### src/rtl/wb_register_file_pkg.sv
// Shared constants and helpers for the write-back register file.
// Provides:
//   DATA_W, NUM_REGS  default register width and register count
//   IDX_W             register-index width
//   CNT_W             width of the pending-register count
//   ZERO_REG          index of the hardwired-zero register
//   popcount()        population count over the pending-bit vector
package wb_register_file_pkg;

  localparam int DATA_W   = 32;
  localparam int NUM_REGS = 32;
  localparam int IDX_W    = $clog2(NUM_REGS);
  localparam int CNT_W    = IDX_W + 1;

  localparam logic [IDX_W-1:0] ZERO_REG = '0;

  function automatic logic [CNT_W-1:0] popcount(input logic [NUM_REGS-1:0] v);
    logic [CNT_W-1:0] c;
    c = '0;
    for (int i = 0; i < NUM_REGS; i++) c = c + CNT_W'(v[i]);
    return c;
  endfunction

endpackage

### src/rtl/wb_register_file_if.sv
// Bus between the pipeline (decode + write-back stages) and the register file.
//   WB_*            write-back port: enable, destination index, data
//   ID_ReadReg1/2   decode source indices; ID_ReadData1/2 operand values
//   ID_MarkPending  decode issues a long-latency producer into ID_MarkReg
//   ID_Stall        a source operand still waits on its producer
//   Pending_Count   number of registers with an outstanding producer
// master = pipeline side, slave = register file.
interface wb_register_file_if #(
  parameter int DATA_W = wb_register_file_pkg::DATA_W
);
  import wb_register_file_pkg::*;

  logic              WB_RegWrite;
  logic [IDX_W-1:0]  WB_WriteReg;
  logic [DATA_W-1:0] WB_WriteData;
  logic [IDX_W-1:0]  ID_ReadReg1;
  logic [IDX_W-1:0]  ID_ReadReg2;
  logic [DATA_W-1:0] ID_ReadData1;
  logic [DATA_W-1:0] ID_ReadData2;
  logic              ID_MarkPending;
  logic [IDX_W-1:0]  ID_MarkReg;
  logic              ID_Stall;
  logic [CNT_W-1:0]  Pending_Count;

  modport master (
    output WB_RegWrite, WB_WriteReg, WB_WriteData,
    output ID_ReadReg1, ID_ReadReg2, ID_MarkPending, ID_MarkReg,
    input  ID_ReadData1, ID_ReadData2, ID_Stall, Pending_Count
  );

  modport slave (
    input  WB_RegWrite, WB_WriteReg, WB_WriteData,
    input  ID_ReadReg1, ID_ReadReg2, ID_MarkPending, ID_MarkReg,
    output ID_ReadData1, ID_ReadData2, ID_Stall, Pending_Count
  );

endinterface

### src/rtl/wb_register_file_pending_scoreboard.sv
// Pending-producer scoreboard: one bit per register, set by decode when a
// long-latency producer issues, cleared when write-back retires it.
//   clk_i, rst_i         clock, async active-high reset
//   set_i, set_idx_i     mark a register pending
//   clr_i, clr_idx_i     write-back retiring a register
//   rd1/2_idx_i          decode source indices
//   byp1/2_i             that read port is served by the write-back bypass
//   stall_o              some unbypassed source is pending
//   count_o              registered popcount of the pending bits
module wb_register_file_pending_scoreboard
  import wb_register_file_pkg::*;
#(
  parameter int NUM_REGS = wb_register_file_pkg::NUM_REGS
) (
  input  logic             clk_i,
  input  logic             rst_i,
  input  logic             set_i,
  input  logic [IDX_W-1:0] set_idx_i,
  input  logic             clr_i,
  input  logic [IDX_W-1:0] clr_idx_i,
  input  logic [IDX_W-1:0] rd1_idx_i,
  input  logic [IDX_W-1:0] rd2_idx_i,
  input  logic             byp1_i,
  input  logic             byp2_i,
  output logic             stall_o,
  output logic [CNT_W-1:0] count_o
);

  logic [NUM_REGS-1:0] pend_q, pend_d;
  logic [CNT_W-1:0]    cnt_q;

  // Clear first, then set: a new producer on the same index supersedes
  // the one retiring this cycle.
  always_comb begin
    pend_d = pend_q;
    if (clr_i && clr_idx_i != ZERO_REG) pend_d[clr_idx_i] = 1'b0;
    if (set_i && set_idx_i != ZERO_REG) pend_d[set_idx_i] = 1'b1;
    pend_d[0] = 1'b0;
  end

  // Count is taken from the next-state bits so it lines up with them.
  always_ff @(posedge clk_i or posedge rst_i) begin
    if (rst_i) begin
      pend_q <= '0;
      cnt_q  <= '0;
    end else begin
      pend_q <= pend_d;
      cnt_q  <= popcount(pend_d);
    end
  end

  logic hit1, hit2;
  assign hit1 = (rd1_idx_i != ZERO_REG) && pend_q[rd1_idx_i] && !byp1_i;
  assign hit2 = (rd2_idx_i != ZERO_REG) && pend_q[rd2_idx_i] && !byp2_i;

  assign stall_o = !rst_i && (hit1 || hit2);
  assign count_o = cnt_q;

endmodule

### src/rtl/wb_register_file.sv
// Two-read / one-write register file with write-through bypass and a
// pending-producer scoreboard for long-latency results (loads, SAD).
//   Clk    rising-edge clock
//   Reset  async active-high; clears storage, pending bits and count
//   bus    wb_register_file_if.slave (write-back, read, mark, stall, count)
// Register 0 reads as zero and is never written or marked.
module wb_register_file
  import wb_register_file_pkg::*;
#(
  parameter int DATA_W   = wb_register_file_pkg::DATA_W,
  parameter int NUM_REGS = wb_register_file_pkg::NUM_REGS
) (
  input  logic               Clk,
  input  logic               Reset,
  wb_register_file_if.slave  bus
);

  logic [NUM_REGS-1:0][DATA_W-1:0] regs_q;
  logic                            wr_en;

  assign wr_en = bus.WB_RegWrite && (bus.WB_WriteReg != ZERO_REG);

  always_ff @(posedge Clk or posedge Reset) begin
    if (Reset)      regs_q <= '0;
    else if (wr_en) regs_q[bus.WB_WriteReg] <= bus.WB_WriteData;
  end

  // Bypass is held off during reset so reads show the cleared storage.
  logic byp1, byp2;
  assign byp1 = !Reset && wr_en && (bus.WB_WriteReg == bus.ID_ReadReg1);
  assign byp2 = !Reset && wr_en && (bus.WB_WriteReg == bus.ID_ReadReg2);

  assign bus.ID_ReadData1 = (bus.ID_ReadReg1 == ZERO_REG) ? '0 :
                            byp1 ? bus.WB_WriteData : regs_q[bus.ID_ReadReg1];
  assign bus.ID_ReadData2 = (bus.ID_ReadReg2 == ZERO_REG) ? '0 :
                            byp2 ? bus.WB_WriteData : regs_q[bus.ID_ReadReg2];

  wb_register_file_pending_scoreboard #(.NUM_REGS(NUM_REGS)) u_sb (
    .clk_i     (Clk),
    .rst_i     (Reset),
    .set_i     (bus.ID_MarkPending),
    .set_idx_i (bus.ID_MarkReg),
    .clr_i     (bus.WB_RegWrite),
    .clr_idx_i (bus.WB_WriteReg),
    .rd1_idx_i (bus.ID_ReadReg1),
    .rd2_idx_i (bus.ID_ReadReg2),
    .byp1_i    (byp1),
    .byp2_i    (byp2),
    .stall_o   (bus.ID_Stall),
    .count_o   (bus.Pending_Count)
  );

endmodule
### src/flat_wrapper.sv
// flat-port wrapper written by rule: the top's interface ports become plain ports
module wb_register_file_flat import wb_register_file_pkg::*;
#(
  parameter int DATA_W   = wb_register_file_pkg::DATA_W,
  parameter int NUM_REGS = wb_register_file_pkg::NUM_REGS
)
  (Clk, Reset, bus_WB_RegWrite, bus_WB_WriteReg, bus_WB_WriteData, bus_ID_ReadReg1, bus_ID_ReadReg2, bus_ID_MarkPending, bus_ID_MarkReg, bus_ID_ReadData1, bus_ID_ReadData2, bus_ID_Stall, bus_Pending_Count);
  wb_register_file_if #(.DATA_W(DATA_W)) bus_i ();
  input  logic Clk;
  input  logic Reset;
  input wire logic [$bits(bus_i.WB_RegWrite)-1:0] bus_WB_RegWrite;
  input wire logic [$bits(bus_i.WB_WriteReg)-1:0] bus_WB_WriteReg;
  input wire logic [$bits(bus_i.WB_WriteData)-1:0] bus_WB_WriteData;
  input wire logic [$bits(bus_i.ID_ReadReg1)-1:0] bus_ID_ReadReg1;
  input wire logic [$bits(bus_i.ID_ReadReg2)-1:0] bus_ID_ReadReg2;
  input wire logic [$bits(bus_i.ID_MarkPending)-1:0] bus_ID_MarkPending;
  input wire logic [$bits(bus_i.ID_MarkReg)-1:0] bus_ID_MarkReg;
  output wire logic [$bits(bus_i.ID_ReadData1)-1:0] bus_ID_ReadData1;
  output wire logic [$bits(bus_i.ID_ReadData2)-1:0] bus_ID_ReadData2;
  output wire logic [$bits(bus_i.ID_Stall)-1:0] bus_ID_Stall;
  output wire logic [$bits(bus_i.Pending_Count)-1:0] bus_Pending_Count;
  assign bus_i.WB_RegWrite = bus_WB_RegWrite;
  assign bus_i.WB_WriteReg = bus_WB_WriteReg;
  assign bus_i.WB_WriteData = bus_WB_WriteData;
  assign bus_i.ID_ReadReg1 = bus_ID_ReadReg1;
  assign bus_i.ID_ReadReg2 = bus_ID_ReadReg2;
  assign bus_i.ID_MarkPending = bus_ID_MarkPending;
  assign bus_i.ID_MarkReg = bus_ID_MarkReg;
  assign bus_ID_ReadData1 = bus_i.ID_ReadData1;
  assign bus_ID_ReadData2 = bus_i.ID_ReadData2;
  assign bus_ID_Stall = bus_i.ID_Stall;
  assign bus_Pending_Count = bus_i.Pending_Count;
  wb_register_file #(.DATA_W(DATA_W), .NUM_REGS(NUM_REGS)) u_core (.Clk(Clk), .Reset(Reset), .bus(bus_i));
endmodule
### config.mk
export PLATFORM = sky130hd
export DESIGN_NAME = wb_register_file_flat
export DESIGN_NICKNAME = d
export VERILOG_FILES = /design/src/rtl/wb_register_file_pkg.sv /design/src/rtl/wb_register_file_if.sv /design/src/rtl/wb_register_file_pending_scoreboard.sv /design/src/rtl/wb_register_file.sv /design/src/flat_wrapper.sv
export SDC_FILE = /design/constraint.sdc
export NUM_CORES = 2
export LEC_CHECK = 0
export CAP_MARGIN = 20
export CORE_MARGIN = 10
export CORE_UTILIZATION = 30
export DETAILED_ROUTE_END_ITERATION = 7
export SLEW_MARGIN = 20
export SYNTH_ARGS = -nofsm -noshare
export SYNTH_HDL_FRONTEND = slang
export SYNTH_HIERARCHICAL = 1
export SYNTH_SLANG_ARGS = --single-unit
### constraint.sdc
create_clock -name Clk -period 41.2 [get_ports Clk]
set_clock_uncertainty 0.05 [all_clocks]
set_input_delay 8.24 -clock Clk [delete_from_list [all_inputs] [get_ports Clk]]
set_output_delay 8.24 -clock Clk [all_outputs]
set_load 0.02 [all_outputs]
registers.png
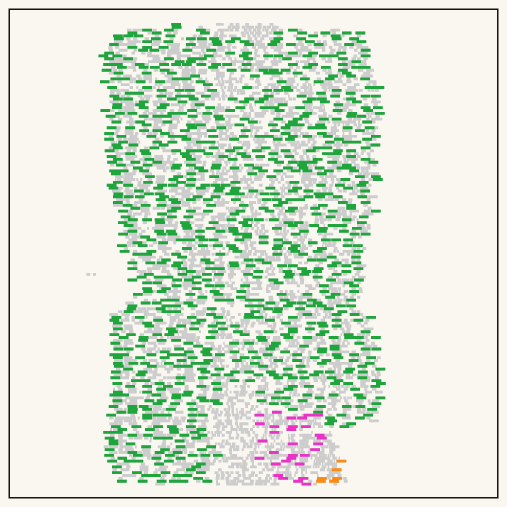
- orange: `u_core/u_sb/count_o` (flops 6)
- magenta: `u_core/u_sb/pend_q` (flops 31; where south)
- green: `u_core/regs_q` (flops 1024)

clock_map.png
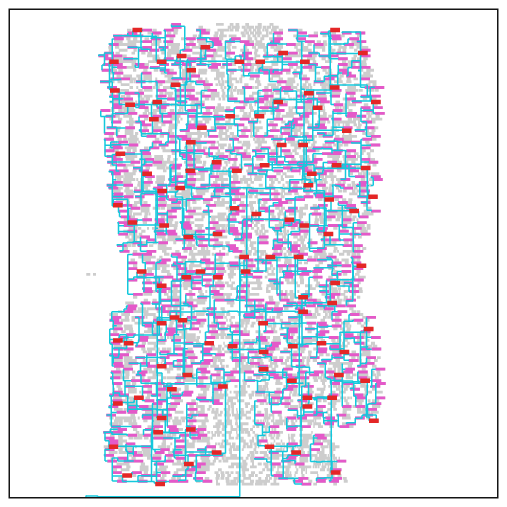
- magenta: flip-flops (count 1061)
- red: cells driving clock nets (count 106)
- cyan: clock wires (length 14500 um)
- routed clock nets: 107

==> results.yml <==
# flow metrics
global_routing:
  grt_max_degree: 171
  use_met3: 0.0212
  grt_usage: 0.173
route:
  firstDrtPassIters: 6
  first_iter_violations: 3377
  ant_nets: 0
critical_path:
  cp.arrival_ns: 13.21
  worstRegToRegCells: 17
  slowest_delay_ns: 0.85
status:
  status: "complete, no violations"
pwr:
  internal_power_mw: 2.36
clocking:
  clk_latency_ns: 0.72
timing:
  setup_slack_ns: 19.70
finish:
  largest_register_ffs: 1024
  fillers: 18701
  comb_share: 0.453
placement:
  hpwl_mm: 108
  dp.cells: 6586
logic_synthesis:
  edf_count: 0
  fp_nets: 4383
pdn.png
Pins as bars on the die edge. Tap cells in gray.
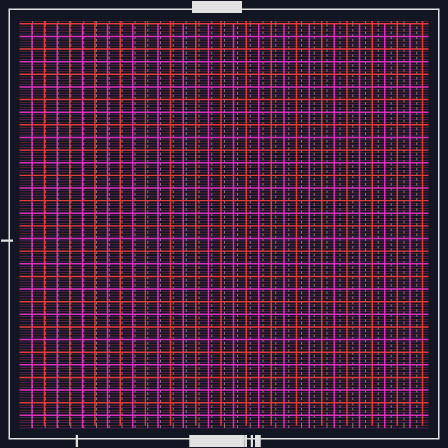
- magenta: VSS
- red: VDD
- tap cells: 2526
- signal pins: 127
- met4 straps: 32
- rows: 161
- met1 rails: 162

No activity file was given, so power comes from the tool's default toggle rates.
